==> config.mk <==
export PLATFORM = sky130hd
export DESIGN_NAME = columnbuffer_pingpong_ctrl
export DESIGN_NICKNAME = d
export VERILOG_FILES = /design/src/rtl/colbuf_pkg.sv /design/src/rtl/colbuf_bank_fsm.sv /design/src/rtl/columnbuffer_pingpong_ctrl.sv
export SDC_FILE = /design/constraint.sdc
export NUM_CORES = 1
export LEC_CHECK = 0
export CORE_MARGIN = 2
export CORE_UTILIZATION = 53
export DETAILED_ROUTE_END_ITERATION = 16
export PLACE_DENSITY = 0.82
export RECOVER_POWER = 50
export SETUP_SLACK_MARGIN = 0.05
export SYNTH_ARGS = -nofsm -noshare
export SYNTH_HDL_FRONTEND = slang
export SYNTH_SLANG_ARGS = --single-unit
export TNS_END_PERCENT = 10
==> constraint.sdc <==
create_clock -name clk -period 2.71 [get_ports clk]
set_input_delay 0.542 -clock clk [delete_from_list [all_inputs] [get_ports clk]]
set_output_delay 0.542 -clock clk [all_outputs]
set_load 0.02 [all_outputs]
==> src/rtl/colbuf_pkg.sv <==
// Shared types for the ping-pong column buffer controller.
// Defines the per-bank state encoding, bank identifiers and the
// read-return pipeline entry.
package colbuf_pkg;

   typedef enum logic [1:0] {
      EMPTY    = 2'd0,
      FILLING  = 2'd1,
      FULL     = 2'd2,
      DRAINING = 2'd3
   } bank_state_t;

   localparam logic BANK_A = 1'b0;
   localparam logic BANK_B = 1'b1;

   // One entry of the read-latency pipe: a read was issued, whether it was
   // the final row of the bank, and which bank's read port holds the data.
   typedef struct packed {
      logic valid;
      logic last;
      logic bank;
   } rd_pipe_t;

endpackage

==> src/rtl/colbuf_bank_fsm.sv <==
// Per-bank occupancy tracker: EMPTY -> FILLING -> FULL -> DRAINING -> EMPTY.
// writable/readable are registered alongside the state so the top level sees
// clean flop outputs when choosing whether to accept a row or issue a read.
module colbuf_bank_fsm
   import colbuf_pkg::*;
(
   input  logic clk,
   input  logic rst,
   input  logic wrBeat,    // a row is written to this bank this cycle
   input  logic wrDone,    // that row is the last one of the block
   input  logic rdBeat,    // a read is issued to this bank this cycle
   input  logic rdDone,    // that read is the last one of the block
   output logic writable,
   output logic readable
);

   bank_state_t state;

   // Bank state machine with registered writable/readable flags.
   // NOTE: every flop here and elsewhere is assigned with <= so all state
   // updates see the pre-edge values, regardless of statement order.
   always_ff @(posedge clk) begin
      if (rst) begin
         state    <= EMPTY;
         writable <= 1'b1;
         readable <= 1'b0;
      end else begin
         case (state)
            EMPTY: begin
               if (wrBeat) begin
                  if (wrDone) begin
                     state    <= FULL;
                     writable <= 1'b0;
                     readable <= 1'b1;
                  end else begin
                     state <= FILLING;
                  end
               end
            end
            FILLING: begin
               if (wrDone) begin
                  state    <= FULL;
                  writable <= 1'b0;
                  readable <= 1'b1;
               end
            end
            FULL: begin
               if (rdBeat) begin
                  if (rdDone) begin
                     state    <= EMPTY;
                     writable <= 1'b1;
                     readable <= 1'b0;
                  end else begin
                     state <= DRAINING;
                  end
               end
            end
            DRAINING: begin
               if (rdDone) begin
                  state    <= EMPTY;
                  writable <= 1'b1;
                  readable <= 1'b0;
               end
            end
            default: begin
               state    <= EMPTY;
               writable <= 1'b1;
               readable <= 1'b0;
            end
         endcase
      end
   end

endmodule

==> src/rtl/columnbuffer_pingpong_ctrl.sv <==
// Ping-pong controller for the two-bank column buffer.
// One bank fills from the feature producer (port 1 writes) while the other
// drains to the feature adder (port 2 reads); roles swap on block completion.
// A rdLatency-deep pipe aligns drain_valid/drain_last/read_sel with RAM data.
// Optional: define COLBUF_PERF_CNT_EN to add saturating performance counters.
module columnbuffer_pingpong_ctrl
   import colbuf_pkg::*;
#(
   parameter  int k         = 1024,
   parameter  int rdLatency = 2,
   localparam int addrW     = $clog2(k)
) (
   input  logic             clk,
   input  logic             rst,
   input  logic             fill_valid,
   output logic             fill_ready,
   input  logic             drain_ready,
   output logic             drain_valid,
   output logic             drain_last,
   output logic             enableA,
   output logic             enableB,
   output logic             writeEnableA1,
   output logic             writeEnableB1,
   output logic [addrW-1:0] addressWr,
   output logic [addrW-1:0] addressRd,
   output logic             read_sel
`ifdef COLBUF_PERF_CNT_EN
   ,
   output logic [31:0]      perf_fill_stall,
   output logic [31:0]      perf_drain_idle,
   output logic [31:0]      perf_swaps
`endif
);

   logic             fillBank;
   logic             drainBank;
   logic [addrW-1:0] wrCnt;
   logic [addrW-1:0] rdCnt;

   logic writableA, writableB;
   logic readableA, readableB;
   logic fillWritable, drainReadable;
   logic wrAccept, wrLast;
   logic rdIssue, rdLast;
   logic rdIssueA, rdIssueB;
   logic inFlightA, inFlightB;

   rd_pipe_t rdPipe [rdLatency];

   assign fillWritable  = (fillBank  == BANK_B) ? writableB : writableA;
   assign drainReadable = (drainBank == BANK_B) ? readableB : readableA;

   assign fill_ready = fillWritable & ~rst;
   assign wrAccept   = fill_valid & fill_ready;
   assign wrLast     = (wrCnt == addrW'(k - 1));

   assign rdIssue  = drain_ready & drainReadable & ~rst;
   assign rdLast   = (rdCnt == addrW'(k - 1));
   assign rdIssueA = rdIssue & (drainBank == BANK_A);
   assign rdIssueB = rdIssue & (drainBank == BANK_B);

   assign writeEnableA1 = wrAccept & (fillBank == BANK_A);
   assign writeEnableB1 = wrAccept & (fillBank == BANK_B);
   assign addressWr     = wrCnt;
   assign addressRd     = rdCnt;

   colbuf_bank_fsm u_bankA (
      .clk      (clk),
      .rst      (rst),
      .wrBeat   (writeEnableA1),
      .wrDone   (writeEnableA1 & wrLast),
      .rdBeat   (rdIssueA),
      .rdDone   (rdIssueA & rdLast),
      .writable (writableA),
      .readable (readableA)
   );

   colbuf_bank_fsm u_bankB (
      .clk      (clk),
      .rst      (rst),
      .wrBeat   (writeEnableB1),
      .wrDone   (writeEnableB1 & wrLast),
      .rdBeat   (rdIssueB),
      .rdDone   (rdIssueB & rdLast),
      .writable (writableB),
      .readable (readableB)
   );

   // Write row counter and fill pointer; the pointer flips on the last row.
   always_ff @(posedge clk) begin
      if (rst) begin
         wrCnt    <= '0;
         fillBank <= BANK_A;
      end else if (wrAccept) begin
         if (wrLast) begin
            wrCnt    <= '0;
            fillBank <= ~fillBank;
         end else begin
            wrCnt <= wrCnt + 1'b1;
         end
      end
   end

   // Read row counter and drain pointer; the pointer flips on the last issue.
   always_ff @(posedge clk) begin
      if (rst) begin
         rdCnt     <= '0;
         drainBank <= BANK_A;
      end else if (rdIssue) begin
         if (rdLast) begin
            rdCnt     <= '0;
            drainBank <= ~drainBank;
         end else begin
            rdCnt <= rdCnt + 1'b1;
         end
      end
   end

   // Read-return pipe: carries {valid, last, bank} for rdLatency cycles.
   // NOTE: every pipe stage is reset so in-flight reads are dropped on rst;
   // the bank RAM contents themselves are never reset, only their state.
   always_ff @(posedge clk) begin
      if (rst) begin
         for (int i = 0; i < rdLatency; i++) begin
            rdPipe[i] <= '0;
         end
      end else begin
         rdPipe[0].valid <= rdIssue;
         rdPipe[0].last  <= rdIssue & rdLast;
         rdPipe[0].bank  <= rdIssue & drainBank;
         for (int i = 1; i < rdLatency; i++) begin
            rdPipe[i] <= rdPipe[i-1];
         end
      end
   end

   assign drain_valid = rdPipe[rdLatency-1].valid;
   assign drain_last  = rdPipe[rdLatency-1].last;
   assign read_sel    = rdPipe[rdLatency-1].bank;

   // Banks stay enabled while any of their reads is still travelling the pipe.
   // NOTE: both flags get a default before the loop so no latch is inferred.
   always_comb begin
      inFlightA = 1'b0;
      inFlightB = 1'b0;
      for (int i = 0; i < rdLatency; i++) begin
         if (rdPipe[i].valid) begin
            if (rdPipe[i].bank == BANK_B) inFlightB = 1'b1;
            else                          inFlightA = 1'b1;
         end
      end
   end

   assign enableA = writeEnableA1 | rdIssueA | inFlightA;
   assign enableB = writeEnableB1 | rdIssueB | inFlightB;

`ifdef COLBUF_PERF_CNT_EN
   // Saturating performance counters: fill stalls, idle drain slots, swaps.
   always_ff @(posedge clk) begin
      if (rst) begin
         perf_fill_stall <= '0;
         perf_drain_idle <= '0;
         perf_swaps      <= '0;
      end else begin
         if (fill_valid && !fill_ready && perf_fill_stall != '1)
            perf_fill_stall <= perf_fill_stall + 1'b1;
         if (drain_ready && !drainReadable && perf_drain_idle != '1)
            perf_drain_idle <= perf_drain_idle + 1'b1;
         if (wrAccept && wrLast && perf_swaps != '1)
            perf_swaps <= perf_swaps + 1'b1;
      end
   end
`endif

endmodule
==> run_1/clock_nets.png <==
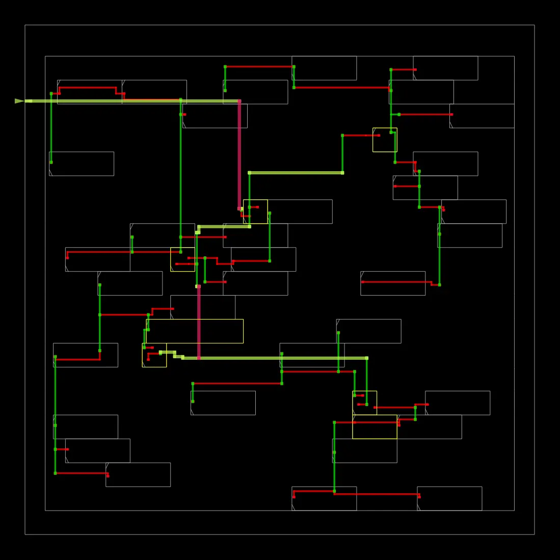
number of buffers created by CTS: 5
Clk. pwr: 383 uW
clk ins delay skew pair: 340 ps
Worst Clk Skew: 14.3 ps

==> run_1/pinout.png <==
Pins as bars across the die edge, other pins in grey.
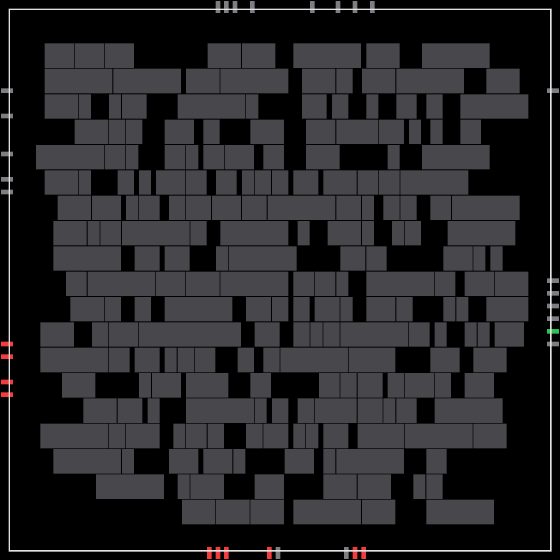
`fill_valid`: marked green, pins 1, direction input, edge right. `addressWr`: marked red, pins 10, direction output, edge 6 bottom, 4 left.

==> ci_impl_report.md, run 1 <==
### Yosys + OpenROAD results

| Metric | Value |
|---|---|
| Status | finished clean |
| Registers, synthesis | 34 |
| CP max-delay cell | clkdlybuf4s50_1 |
| Routed WL | 3.36 mm |
| Vias per inst | 5.66 |
| Tool warnings | 26 |
| Cell Chain, Critical Path | clkdlybuf4s50_1, nor4bb_1, buf_4, nor2_1, o221ai_1, dlygate4sd2_1 |
| GRT busiest layer | met2 |
| Clock sinks | 34 |
| Largest net degree at the start of global routing | 17 |
| H-tree levels | 2 |
| CTS Buffer Depth | 2 |
| Final slew viol count | 0 |
| Detailed Route Iter0 Violations | 32 |
| FF-to-FF setup slack | 840 ps |
| Clock transition at path regs | 100 ps |
| Chip height | 58.0 um |
| Remaining DRCs | 0 |
| P&R area growth vs syn | 28.5% |
| Top Metal Used | met4 |
| Unrepaired setup endpoints after global routing | no |
| Num ports | 32 |
| Peak supply drop | 566 uV |
| Crit Path Max Fanout | 3 |
| Max Clk Rate | 398 MHz |
| Worst EP required | 2170 ps |
| Post-synthesis sequential area ratio | 44.1% |
| Avg Cell Area, Syn | 8.77 sq um |
| FFs w/ async S/R, synth | 0% |
| Critical Path Source | drain_ready |
| Initial Util | 55.9% |
| Die X | 58.0 um |
| First-pass GRT wire length | 5.87 mm |
| Vias in the first global route | 1307 |
| Hold Buf Count CTS | 0 |
| Synthesized Nets | 182 |
| Post-Syn Area | 1540 sq um |
| CTS tree | done |
| Worst hold endpoint | rdPipe[0][4] |
| Cells in synth_stat.txt | 176 |
| Fin crit share | 92.7% |
| Core Footprint | 2760 sq um |
| Reg2Reg Capture Point | drainBank |
==> run_1/gates.png <==
Bar = 20 um.
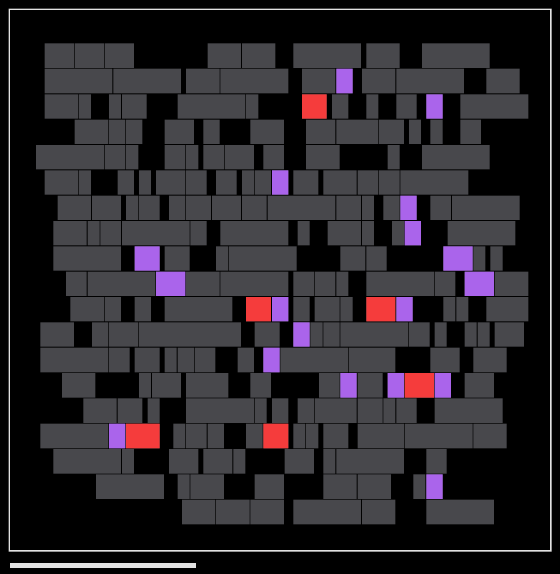
aoi and oai cells: marked purple, cells 18. non-inverting ao/oa cells: marked red, cells 6.

==> run_1/layers.png <==
Only two layers are drawn.
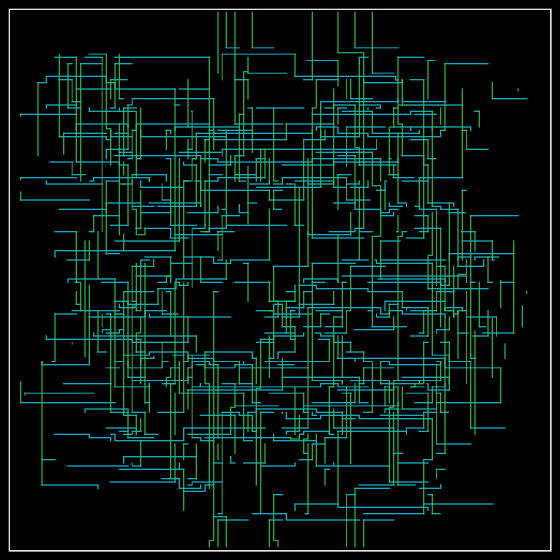
M1: marked cyan, wire length 1610 um. M2: marked green, wire length 1580 um.

[run 1: cell families after synthesis]
kind of cell / synth area share, %
AND/OR/NAND/NOR: 30.7
flip-flops: 44.1
AND-OR/OR-AND: 9.98
XOR/XNOR: 7.38
buffers and inverters: 3.24
multiplexers: 3.00
adder cells (fa/ha/maj): 1.62
[run 1: layout make-up]
class	instances	area share (%)
multi-input combinational	129	40.0
clock buffer	6	2.59
inverter	9	1.70
sequential	34	34.3
timing repair buffer	38	17.9
clock inverter	1	1.52
tap	31	1.96
[run 1: placed cells by master, fill, tap and decap left out, types with 2 or more instances in the layout]
cell | Yosys | final
buf_4 | 0 | 5
clkbuf_4 | 0 | 5
ha_1 | 2 | 2
clkbuf_1 | 1 | 2
nor2_1 | 20 | 20
a21oi_1 | 10 | 10
nand4_1 | 3 | 3
clkdlybuf4s50_1 | 0 | 20
nor2b_1 | 3 | 3
dfxtp_1 | 34 | 34
nand2_1 | 11 | 11
nand3_1 | 11 | 11
inv_1 | 9 | 9
and2_1 | 4 | 2
nor4_1 | 5 | 6
nor3b_1 | 4 | 4
mux2i_1 | 1 | 2
nor3_1 | 9 | 9
nand2b_1 | 4 | 4
xnor2_1 | 13 | 13
a21o_1 | 3 | 3
and2_0 | 0 | 2
o21ai_0 | 4 | 4
dlygate4sd2_1 | 0 | 3
nand4b_1 | 2 | 2
or3_1 | 5 | 5
dlygate4sd3_1 | 0 | 7
[run 1: power by group]
part | leakage (nW) | internal, mW | switching (mW)
Clock | 0.0443 | 0.215 | 0.168
Sequential | 0.274 | 0.503 | 0.00490
Combinational | 0.435 | 0.0247 | 0.0315
Total | 0.753 | 0.743 | 0.204
[run 1: critical path: cells and delay by family]
family	cells	cell delay, ps
AND-OR/OR-AND	1	80
AND/OR/NAND/NOR	2	330
buffers and inverters	3	1010
==> inputs of run 2 (changes only) <==
--- a/config.mk
+++ b/config.mk
@@ -6,9 +6,9 @@
 export NUM_CORES = 1
 export LEC_CHECK = 0
 export CORE_MARGIN = 2
-export CORE_UTILIZATION = 53
+export CORE_UTILIZATION = 45
 export DETAILED_ROUTE_END_ITERATION = 16
-export PLACE_DENSITY = 0.82
+export PLACE_DENSITY = 0.72
 export RECOVER_POWER = 50
 export SETUP_SLACK_MARGIN = 0.05
 export SYNTH_ARGS = -nofsm -noshare
==> run_2/clock_nets.png <==
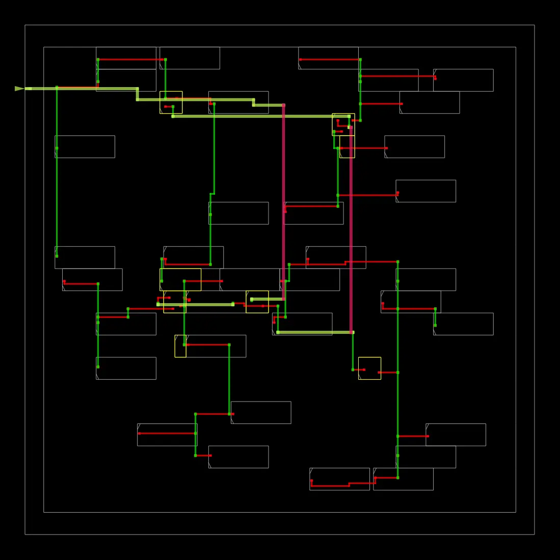
Layout clock buffers: 7
Worst Clk Skew: 7.96 ps

==> run_2/layers.png <==
Only two layers are drawn.
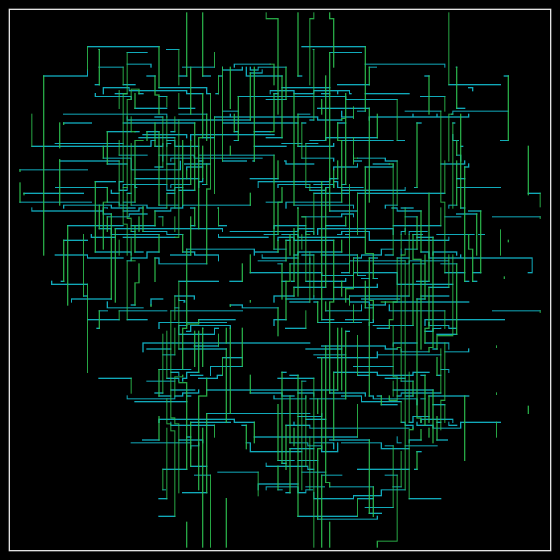
M1: marked cyan, wire length 1620 um. M2: marked green, wire length 1680 um.

==> run 2 against run 1 <==
- sequential share of layout area down 0.28 points
- register-to-register slack better by 40 ps
- core utilization down 12 points
- routed wire length up 3.7%
- non-clock buffer count up 3
- combinational power up 2%
- die size up 17%
- critical path depth up 1
- hold slack better by 0.74 ps
- clock-buffer cell count up 1
- worst setup slack better by 20 ps
- first-iteration DRC count up 130%
- largest cell class unchanged
==> ci_impl_report.md, run 2 <==
### Yosys + OpenROAD results

| Metric | Value |
|---|---|
| CP max-delay cell | clkdlybuf4s50_1 |
| Num ports | 32 |
| CTS tree | done |
| GRT busiest layer | met2 |
| Worst hold endpoint | rdPipe[0][4] |
| Max Clk Rate | 401 MHz |
| CTS Buffer Depth | 2 |
| Chip height | 62.6 um |
| Crit-path leading delay family | buffers and inverters |
| Vias in the first global route | 1357 |
| Synthesized Nets | 182 |
| Largest net degree at the start of global routing | 18 |
| Remaining DRCs | 0 |
| Critical Path Source | drain_ready |
| Number of buffers created by CTS | 5 |
| Status | finished clean |
| Vias per inst | 5.27 |
| Clock transition at path regs | 100 ps |
| FF-to-FF setup slack | 880 ps |
| Cells in synth_stat.txt | 176 |
| Final slew viol count | 0 |
| Clock sinks | 34 |
| Fin crit share | 91.9% |
| Tool warnings | 26 |
==> run 2: metal layers <==
metal	part of all wire, %	vias up
li1	-	709
met1	46	663
met2	48	30
met3	4.1	4
met4	1.4	0
met5	0	-
==> run 2: cells by family after synthesis <==
group | count (synthesis) | synth area share, %
buffers and inverters | 13 | 3.24
adder cells (fa/ha/maj) | 2 | 1.62
XOR/XNOR | 13 | 7.38
flip-flops | 34 | 44.1
AND-OR/OR-AND | 24 | 9.98
multiplexers | 3 | 3.00
AND/OR/NAND/NOR | 87 | 30.7
==> run 2: how the worst max path moves through the flow <==
stage / cells past startpoint / end
after floorplan: 5 / enableA
after global placement: 6 / enableA
after detailed placement: 7 / enableB
after CTS: 7 / enableB
after global routing: 7 / enableB
final: 7 / enableB
==> run 2: worst register-to-register path, cell delays in order, from the launching register on <==
cell and delay [ps]:
dfxtp_1 430, ha_1 230, nand4_1 120, nor3_1 550, a21o_1 310, o21ai_0 100
==> run 2: repair_timing <==
| item | 4_1_cts | 5_1_grt |
|---|---|---|
| resized | 4 | 1 |
| endpoints found under the setup margin | 4 | 1 |
| gates cloned | 0 | 0 |
==> run 2: layout make-up <==
class / instances / area (sq um) / share of cell area (%)
Clock buffer: 7 / 55.1 / 2.76
Inverter: 9 / 33.8 / 1.69
Multi-Input combinational cell: 129 / 800 / 40.0
Tap cell: 46 / 57.6 / 2.88
Timing Repair Buffer: 41 / 367 / 18.3
Clock inverter: 1 / 5.00 / 0.250
Sequential cell: 34 / 681 / 34.1
==> run 2: report_power, final <==
group          leakage (nW)  switching, mW  internal [mW]
sequential            0.274        0.00404          0.503
combinational         0.414         0.0314         0.0261
clock                0.0353          0.170          0.126
Power figures rest on the tool's default switching activity, not on a simulated workload.
